`src/rtl/qracc_sram_ctrl.sv`:
```
// qracc_sram_ctrl: single-port SRAM macro controller.
// Sequences precharge, write pulse and sense phases for one row access at a
// time. Macro-side strobes are registered and decoded from the next state so
// they change only on clock edges. Requests are blocked while MAC mode is on.
module qracc_sram_ctrl #(
  parameter int numRows   = 128,
  parameter int numCols   = 32,
  parameter int pchCycles = 1,
  parameter int wrCycles  = 1,
  parameter int saCycles  = 2
) (
  input  logic                       clk,
  input  logic                       rst,
  input  logic                       rq_valid_i,
  input  logic                       rq_wr_i,
  input  logic [$clog2(numRows)-1:0] addr_i,
  input  logic [numCols-1:0]         wr_data_i,
  output logic                       rq_ready_o,
  output logic                       rd_valid_o,
  output logic [numCols-1:0]         rd_data_o,
  input  logic                       mac_en_i,
  output logic [numRows-1:0]         WL,
  output logic                       PCH,
  output logic                       WRITE,
  output logic [numCols-1:0]         WR_DATA,
  output logic [numCols-1:0]         CSEL,
  output logic                       SAEN,
  input  logic [numCols-1:0]         SA_OUT
);

  localparam int AW = $clog2(numRows);
  localparam int MAX_A = (pchCycles > wrCycles) ? pchCycles : wrCycles;
  localparam int MAX_CYC = (MAX_A > saCycles) ? MAX_A : saCycles;
  localparam int CW = $clog2(MAX_CYC) + 1;
  localparam logic [numRows-1:0] WL_ONE = {{(numRows-1){1'b0}}, 1'b1};

  typedef enum logic [1:0] {
    IDLE      = 2'd0,
    PRECHARGE = 2'd1,
    WRPULSE   = 2'd2,
    SENSE     = 2'd3
  } state_t;

  state_t              state_r;
  state_t              state_nx_s;
  logic [CW-1:0]       cnt_r;
  logic [AW-1:0]       addr_r;
  logic [numCols-1:0]  data_r;
  logic                wr_r;
  logic                rq_ready_s;
  logic                accept_s;
  logic [AW-1:0]       addr_nx_s;
  logic [numCols-1:0]  data_nx_s;
  logic                rd_valid_r;
  logic [numCols-1:0]  rd_data_r;

  logic [numRows-1:0]  wl_s;
  logic                pch_s;
  logic                write_s;
  logic [numCols-1:0]  wr_data_s;
  logic [numCols-1:0]  csel_s;
  logic                saen_s;
  logic [numRows-1:0]  wl_r;
  logic                pch_r;
  logic                write_r;
  logic [numCols-1:0]  wr_data_r;
  logic [numCols-1:0]  csel_r;
  logic                saen_r;

  // Phase duration reload value for the state being entered.
  function automatic logic [CW-1:0] reload_val(input state_t st);
    logic [CW-1:0] v;
    case (st)
      PRECHARGE: v = CW'(pchCycles - 1);
      WRPULSE:   v = CW'(wrCycles - 1);
      SENSE:     v = CW'(saCycles - 1);
      default:   v = '0;
    endcase
    return v;
  endfunction

  // Ready depends only on the registered state and the MAC-mode input.
  always_comb begin
    rq_ready_s = (state_r == IDLE) && !mac_en_i;
    accept_s   = rq_valid_i && rq_ready_s;
    if (accept_s) begin
      addr_nx_s = addr_i;
      data_nx_s = wr_data_i;
    end else begin
      addr_nx_s = addr_r;
      data_nx_s = data_r;
    end
  end

  assign rq_ready_o = rq_ready_s;
  assign rd_valid_o = rd_valid_r;
  assign rd_data_o  = rd_data_r;
  assign WL         = wl_r;
  assign PCH        = pch_r;
  assign WRITE      = write_r;
  assign WR_DATA    = wr_data_r;
  assign CSEL       = csel_r;
  assign SAEN       = saen_r;

  // State register, phase counter and request latch.
  always_ff @(posedge clk or posedge rst) begin
    if (rst) begin
      state_r <= IDLE;
      cnt_r   <= '0;
      addr_r  <= '0;
      data_r  <= '0;
      wr_r    <= 1'b0;
    end else begin
      state_r <= state_nx_s;
      if (state_nx_s != state_r) begin
        cnt_r <= reload_val(state_nx_s);
      end else if (cnt_r != '0) begin
        cnt_r <= cnt_r - CW'(1);
      end else begin
        cnt_r <= cnt_r;
      end
      addr_r <= addr_nx_s;
      data_r <= data_nx_s;
      if (accept_s) begin
        wr_r <= rq_wr_i;
      end else begin
        wr_r <= wr_r;
      end
    end
  end

  // Next-state logic: each phase lasts until its counter has run down to zero.
  always_comb begin
    state_nx_s = state_r;
    case (state_r)
      IDLE: begin
        if (accept_s) begin
          state_nx_s = PRECHARGE;
        end else begin
          state_nx_s = IDLE;
        end
      end
      PRECHARGE: begin
        if (cnt_r == '0) begin
          if (wr_r) begin
            state_nx_s = WRPULSE;
          end else begin
            state_nx_s = SENSE;
          end
        end else begin
          state_nx_s = PRECHARGE;
        end
      end
      WRPULSE: begin
        if (cnt_r == '0) begin
          state_nx_s = IDLE;
        end else begin
          state_nx_s = WRPULSE;
        end
      end
      SENSE: begin
        if (cnt_r == '0) begin
          state_nx_s = IDLE;
        end else begin
          state_nx_s = SENSE;
        end
      end
      default: state_nx_s = IDLE;
    endcase
  end

  // Macro strobe decode for the upcoming state; PCH and WL are mutually exclusive.
  always_comb begin
    wl_s      = '0;
    pch_s     = 1'b0;
    write_s   = 1'b0;
    wr_data_s = '0;
    csel_s    = '0;
    saen_s    = 1'b0;
    case (state_nx_s)
      PRECHARGE: begin
        pch_s = 1'b1;
      end
      WRPULSE: begin
        wl_s      = WL_ONE << addr_nx_s;
        write_s   = 1'b1;
        wr_data_s = data_nx_s;
        csel_s    = '1;
      end
      SENSE: begin
        wl_s   = WL_ONE << addr_nx_s;
        saen_s = 1'b1;
        csel_s = '1;
      end
      default: begin
        wl_s = '0;
      end
    endcase
  end

  // Registered macro strobes.
  always_ff @(posedge clk or posedge rst) begin
    if (rst) begin
      wl_r      <= '0;
      pch_r     <= 1'b0;
      write_r   <= 1'b0;
      wr_data_r <= '0;
      csel_r    <= '0;
      saen_r    <= 1'b0;
    end else begin
      wl_r      <= wl_s;
      pch_r     <= pch_s;
      write_r   <= write_s;
      wr_data_r <= wr_data_s;
      csel_r    <= csel_s;
      saen_r    <= saen_s;
    end
  end

  // Read result: captured on the final sense edge, invalidated by a new request.
  always_ff @(posedge clk or posedge rst) begin
    if (rst) begin
      rd_valid_r <= 1'b0;
      rd_data_r  <= '0;
    end else if (accept_s) begin
      rd_valid_r <= 1'b0;
      rd_data_r  <= rd_data_r;
    end else if ((state_r == SENSE) && (cnt_r == '0)) begin
      rd_valid_r <= 1'b1;
      rd_data_r  <= SA_OUT;
    end else begin
      rd_valid_r <= rd_valid_r;
      rd_data_r  <= rd_data_r;
    end
  end

endmodule
```
`config.mk`:
```
export PLATFORM = sky130hd
export DESIGN_NAME = qracc_sram_ctrl
export DESIGN_NICKNAME = d
export VERILOG_FILES = /design/src/rtl/qracc_sram_ctrl.sv
export SDC_FILE = /design/constraint.sdc
export NUM_CORES = 1
export LEC_CHECK = 0
export CORE_ASPECT_RATIO = 0.75
export CORE_UTILIZATION = 41
export DETAILED_ROUTE_END_ITERATION = 12
export GPL_TIMING_DRIVEN = 0
export PLACE_DENSITY = 0.76
export SETUP_SLACK_MARGIN = 0.5
export SLEW_MARGIN = 25
export SYNTH_ARGS = -nofsm -noshare
export SYNTH_HDL_FRONTEND = slang
export SYNTH_SLANG_ARGS = --single-unit
```
`constraint.sdc`:
```
create_clock -name clk -period 7.2 [get_ports clk]
set_input_delay 0.72 -clock clk [delete_from_list [all_inputs] [get_ports clk]]
set_output_delay 0.72 -clock clk [all_outputs]
set_load 0.01 [all_outputs]
```
Fig. 1: gate-type map
Scale: 1.5 px per um.
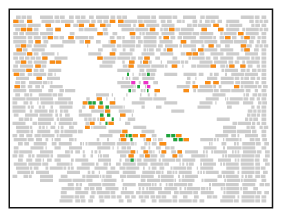
legend:
  green:
    family: NAND gates
    cells: 21
    where: middle
  orange:
    family: multiplexers
    cells: 92
  magenta:
    family: AND-OR and OR-AND gates
    cells: 3

Fig. 2: clock wiring as the flow saved it
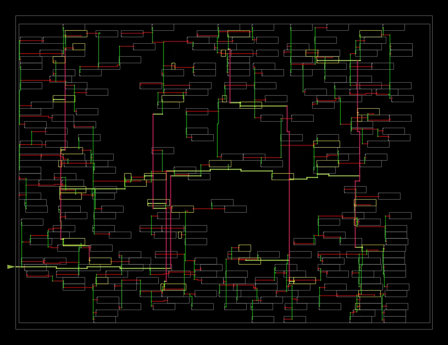
number of sinks driven by the clock tree: 241
FFs & Latches: 241

==> results_tabular.tex <==
% Table of physical implementation metrics
\begin{tabular}{lr}
\hline
Metric & Value \\
\hline
\multicolumn{2}{l}{\textbf{Placement}} \\
\quad DP Worst Slack & roughly 4000 ps \\
\quad Placer's final routability congestion estimate & 0.816 \\
\quad Count of buffers inserted at the top-level ports & 300 \\
\quad Post-DP HPWL & $\sim$17 mm \\
\multicolumn{2}{l}{\textbf{Logic synthesis}} \\
\quad Area of the synthesized netlist per yosys stat & 0.00914 mm\^{}2 \\
\quad Post-synthesis mux area share & about 11\% \\
\quad Top logic cell family in the synthesized netlist & simple AND/OR/NAND/NOR gates \\
\quad Number of flip-flops and latches in the synthesized netlist & about 240 \\
\quad Share of synthesized registers carrying an async set or reset & 100\% \\
\quad Top cell type's share of synthesized area & between 60\% and 70\% \\
\quad Parity-gate share of the synthesized area counting xor and xnor cells & 0\% \\
\quad Mean instance size in the synthesized netlist & 13.9 um\^{}2 \\
\quad Adder-cell share of the synthesized area & less than 1\% \\
\quad Largest area contributor in the netlist & dfrtp\_1 \\
\quad Cell count after synthesis & about 660 \\
\quad Number of cells in Yosys stat & 658 \\
\quad Area fraction in compound gates after synthesis & 0.616\% \\
\quad Count of library flops with an enable pin & 0 \\
\quad Number of warning messages in the yosys log & 0 \\
\quad Most area-consuming cells after synthesis & dfrtp\_1, mux2\_2, nor3\_1, buf\_4, nor4\_1 \\
\quad Post-Syn Area & 0.00914 mm\^{}2 \\
\multicolumn{2}{l}{\textbf{STA}} \\
\quad Unrepaired setup endpoints after global routing & no \\
\quad Minimum setup slack in the final design & between 4000 and 5000 ps \\
\quad Share of the clock period used by the worst path after layout & 40.4\% \\
\quad Worst-case hold slack & 470 ps \\
\quad Count of pins over their slew limit & 0 \\
\quad Worst slew pin tran & approximately 870 ps \\
\multicolumn{2}{l}{\textbf{Die}} \\
\quad Chip footprint & 0.0229 mm\^{}2 \\
\quad Top-Level Pins & a little over 300 \\
\quad DIE HEIGHT & approximately 130 um \\
\quad Std-Cell Rows & roughly 46 \\
\multicolumn{2}{l}{\textbf{Global route}} \\
\quad Global-route wire length before repair & 37.9 mm \\
\quad Overall Global Routing Usage & 21.1\% \\
\quad Largest net degree at the start of global routing & 33 \\
\quad Vias in the first global route & between 6000 and 7000 \\
\quad Initial antenna violation count & 0 \\
\multicolumn{2}{l}{\textbf{Detailed routing}} \\
\quad Post-detailed-route count of antenna-violating nets & 0 \\
\quad Final Routed Wirelength & roughly 24 mm \\
\quad Routed wirelength normalized by instance count & about 18 um \\
\quad Number of detailed-route iterations in the first pass & 5 \\
\quad Via density per instance & about 5 \\
\quad Detailed-route via count & around 6500 \\
\multicolumn{2}{l}{\textbf{Setup path}} \\
\quad Launch point of the worst reg-to-reg path & state\_r[0] \\
\quad Data required, critical path & $\sim$6500 ps \\
\quad Data arrival time of the worst path & between 2000 and 2500 ps \\
\quad Reg2reg path depth & 7 \\
\quad Start-to-end type of the worst setup path & reg2out \\
\quad Register-to-register setup slack & around 4600 ps \\
\quad Worst setup path endpoint & CSEL[13] \\
\quad Reg2reg end & WL[8] \\
\quad Setup crit end kind & primary output \\
\quad Critical Path Source & CSEL[30] \\
\multicolumn{2}{l}{\textbf{Clock network}} \\
\quad Number of buffers created by CTS & 24 \\
\quad Number of buffers on the longest clock path & 3 \\
\quad CTS H-Tree Depth & 1 \\
\multicolumn{2}{l}{\textbf{Status}} \\
\quad Result of the run & finished, final reports clean \\
\multicolumn{2}{l}{\textbf{Layout}} \\
\quad Layout cell share with drive strength beyond 1 & about a fifth \\
\quad Antenna cells & 0 \\
\quad Number of nets in the layout & about 1100 \\
\multicolumn{2}{l}{\textbf{Min path}} \\
\quad Worst hold-check path type & reg2reg \\
\multicolumn{2}{l}{\textbf{Power and ir drop}} \\
\quad Static leakage & 5.63 nW \\
\multicolumn{2}{l}{\textbf{Job}} \\
\quad Total tool warning count & 26 \\
\hline
\end{tabular}
Fig. 3: clock wires, drivers and flops
Scale: 3 px per um.
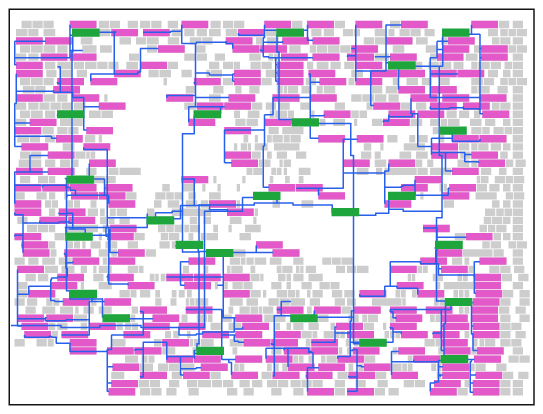
legend:
  green:
    item: cells driving clock nets
    count: 24
  blue:
    item: clock wires
    length: 2810 um
  magenta:
    item: flip-flops
    count: 241
flops lie: all over the die
routed clock nets: 25

Fig. 4: M3 wires
Scale: 3 px per um.
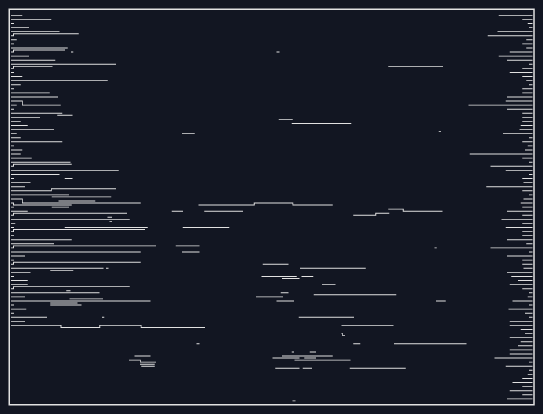
share of all routed wire: 9.0%
wire length on this layer: 2170 um

[sequential cells by signal (all words and copies together) (netlist names)]
signal / count
rd_valid_o: 1
WL: 128
CSEL: 1
PCH: 1
addr_r: 7
SAEN: 1
cnt_r: 2
rd_data_o: 32
WR_DATA: 32
data_r: 32
wr_r: 1
WRITE: 1
state_r: 2
[logic make-up after synthesis]
logic type	after synthesis
buffers and inverters	104
AND/OR/NAND/NOR	212
AND-OR/OR-AND	8
multiplexers	92
adder cells (fa/ha/maj)	1
flip-flops	241
[metrics by stage]
step / instance area, um^2 / instances / total power [mW] / util (%)
6_report: 13500 / 1298 / 5.00 / 62.8
5_1_grt: 13500 / 1298 / 5.27 / 62.8
4_1_cts: 13500 / 1298 / 5.04 / 62.8
3_5_place_dp: 12700 / 1255 / 3.76 / 59.1
3_3_place_gp: 12500 / 1246 / 3.70 / 58.1
2_1_floorplan: 9150 / 658 / 2.90 / -
[critical path, stage by stage, from the launching register on]
cell             delay [ps]
dfrtp_1                 910
buf_4                   230
clkdlybuf4s50_1         530
[layout by cell type, fill, tap and decap left out, types with 6 or more instances in the layout]
| master | n |
|---|---|
| buf_1 | 7 |
| buf_12 | 6 |
| buf_2 | 16 |
| buf_4 | 36 |
| clkbuf_1 | 37 |
| clkbuf_16 | 25 |
| clkdlybuf4s50_1 | 300 |
| dfrtp_1 | 241 |
| inv_1 | 8 |
| mux2_2 | 78 |
| mux2i_1 | 12 |
| nand3b_1 | 8 |
| nor2b_1 | 32 |
| nor3_1 | 67 |
| nor3b_1 | 8 |
| nor4_1 | 43 |
| nor4_2 | 21 |
| nor4bb_1 | 8 |
[metal layers]
layer / wire [um] / vias to the layer above / share of wire, % / global-route usage (%)
li1: - / 2939 / - / -
met1: 10200 / 3227 / 43 / 29.0
met2: 11200 / 274 / 46 / 33.0
met3: 2170 / 34 / 9.0 / 6.63
met4: 427 / 0 / 1.8 / 4.19
met5: 0 / - / 0 / 0
[worst min-delay path by stage]
stage / start / endpoint / slack [ps] / cells after the start
3_5_place_dp: cnt_r[0] / cnt_r[0] / 460 / 1
4_1_cts: cnt_r[0] / cnt_r[0] / 470 / 1
5_1_grt: data_r[29] / data_r[29] / 510 / 1
3_3_place_gp: cnt_r[0] / cnt_r[0] / 460 / 1
2_1_floorplan: cnt_r[0] / cnt_r[0] / 440 / 1
6_report: cnt_r[0] / cnt_r[0] / 470 / 1
[where the power goes]
part           internal [mW]  switching [mW]
combinational          0.925            1.04
sequential              1.65           0.124
clock                  0.757           0.507
[layout make-up]
class | instances | area (um^2)
inverters | 10 | 41.3
repair buffers | 309 | 3210
fillers | 1647 | 8010
multi-input cells | 313 | 2540
plain buffers | 94 | 534
clock buffers | 35 | 713
flip-flops and latches | 241 | 6030
clock inverters | 8 | 92.6
well taps | 288 | 360
No activity file was given, so power comes from the tool's default toggle rates.
